==> config.mk <==
export PLATFORM = sky130hd
export DESIGN_NAME = pc_sequencer_flat
export DESIGN_NICKNAME = d
export VERILOG_FILES = /design/src/rtl/rv_core_pkg.sv /design/src/rtl/pc_sequencer_if.sv /design/src/rtl/pc_sequencer_redirect_detect.sv /design/src/rtl/pc_sequencer.sv /design/src/flat_wrapper.sv
export SDC_FILE = /design/constraint.sdc
export NUM_CORES = 1
export LEC_CHECK = 0
export CAP_MARGIN = 20
export CORE_MARGIN = 4
export CORE_UTILIZATION = 40
export DETAILED_ROUTE_END_ITERATION = 10
export PLACE_DENSITY = 0.79
export RECOVER_POWER = 50
export SYNTH_ARGS = -nofsm -noshare
export SYNTH_HDL_FRONTEND = slang
export SYNTH_SLANG_ARGS = --single-unit
export TNS_END_PERCENT = 5
==> constraint.sdc <==
create_clock -name clk -period 2.9 [get_ports clk]
set_input_delay 0.29 -clock clk [delete_from_list [all_inputs] [get_ports clk]]
set_output_delay 0.29 -clock clk [all_outputs]
set_load 0.01 [all_outputs]
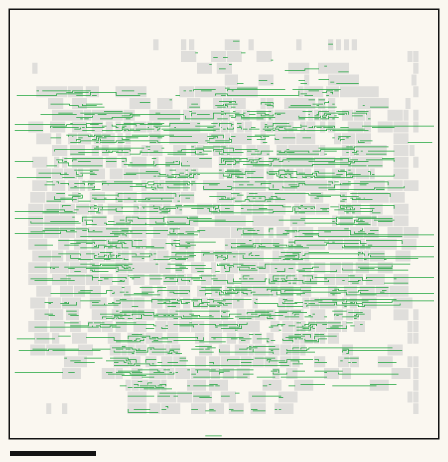
Fig. 1. Signal wires on met1.
Bar = 20 um.
main direction: horizontal
nets with wire on the layer: 577
longest straight run: 37.3 um
wire length on this layer: 4,470 um
met1 track demand over resource: 24.17%
wire length after detailed routing: 11,170 um

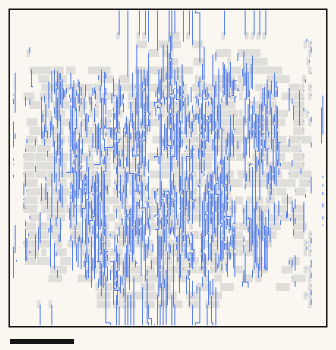
Fig. 2. Met2 routing.
Bar = 20 um.
wire length on this layer: 5,360 um
nets with wire on the layer: 626
longest straight run: 35.4 um
main direction: vertical
met2 Track Usage GR: 37.19%
Via Count: 3,893

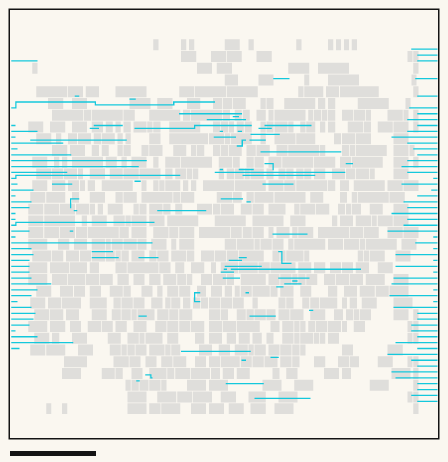
Fig. 3. Metal 3.
Bar = 20 um.
main direction: horizontal
wire length on this layer: 1,080 um
nets with wire on the layer: 138
met3 usage in global routing: 5.891%

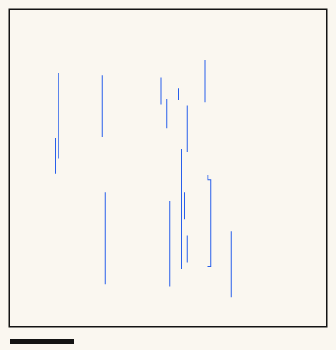
Fig. 4. The metal 4 layer.
Bar = 20 um.
main direction: vertical
longest straight run: 37.4 um
wire length on this layer: 264 um
share of all routed wire: 2.4%

==> reports/README.md <==
| Metric | Value |
| --- | --- |
| Reported max-cap violation count | 0 |
| Flop count | 35 |
| Clock root buffer | clkbuf_8 |
| Total Routing Usage GR | 20.54% |
| Antenna violations before repair | 0 |
| Crit-path most repeated cell | or4_4 |
| Number of inserted diodes | 0 |
| Area taken by multi-input logic gates | 2441 sq um |
| Sink Count | 35 |
| Final RePlAce weighted congestion | 0.8493 |
| Post-Layout Cell Count | 714 |
| Top Metal Used | met4 |
| Final routed wire length divided by cell count | 15.64 um |
| Pin count of the biggest net entering global routing | 26 |
| Most common flop cell mapped by yosys | dfxtp_1 |
| Clock tree from TritonCTS | built |
| Run status | finished, final reports clean |
| Number of rows created at floorplan | 32 |
| Vias per cell | 5.452 |
| Worst slew margin relative to its limit | 64.44% |
| Crit Path Category | in2reg |
| N_taps | 102 |
| Sequential cell area | 700.7 sq um |
| Core utilization at floorplan | 42.16% |
| Worst-case reg-to-reg path depth | 9 |
| Type of the worst min-delay path | reg2reg |
| Final-layout non-clock buffer area share | 34.29% |
| Violation tally from detailed-route iteration zero | 191 |
| Post-placement cell area | 4837 sq um |
| Floorplan Core Area | 7888 sq um |
| Biggest fanout along the worst timing path | 7 |
| Net switching share of the total power | 32.58% |
| Layout overhead on the synthesized area | 55.68% |
| Fraction of the yosys area taken by sequential cells | 21.07% |
| Combinational share of cell area | 47.15% |
| Critical-path cell list | dlymetal6s2s_1 -> nand4_1 -> or4_4 -> or4_4 -> a211oi_2 -> o32ai_2 -> or4_4 -> nand2_8 -> buf_12 -> mux2i_1 |
| Dominant class by area | multi-input combinational cells |
| CP arrival | 3.03 ns |
-- cells by family (layout without fill, tap and decap cells) --
family | Yosys count | after routing | synth area share [%]
AND/OR/NAND/NOR | 183 | 183 | 29.16
AND-OR/OR-AND | 74 | 74 | 15.43
buffers and inverters | 65 | 205 | 12.08
XOR/XNOR | 61 | 61 | 16.06
flip-flops | 35 | 35 | 21.07
multiplexers | 15 | 15 | 4.590
adder cells (fa/ha/maj) | 4 | 4 | 1.505
other | 1 | 35 | 0.1128
-- metrics by stage --
stage	hold WS, ns	setup TNS (ns)
global route	0.5063	-0.06190
CTS	0.4832	-2.518
finish	0.4740	0
detailed placement	0.4733	-14.78
floorplan	0.4288	0
global placement	0.4613	-12.44
Power and IR drop assume default switching activity.
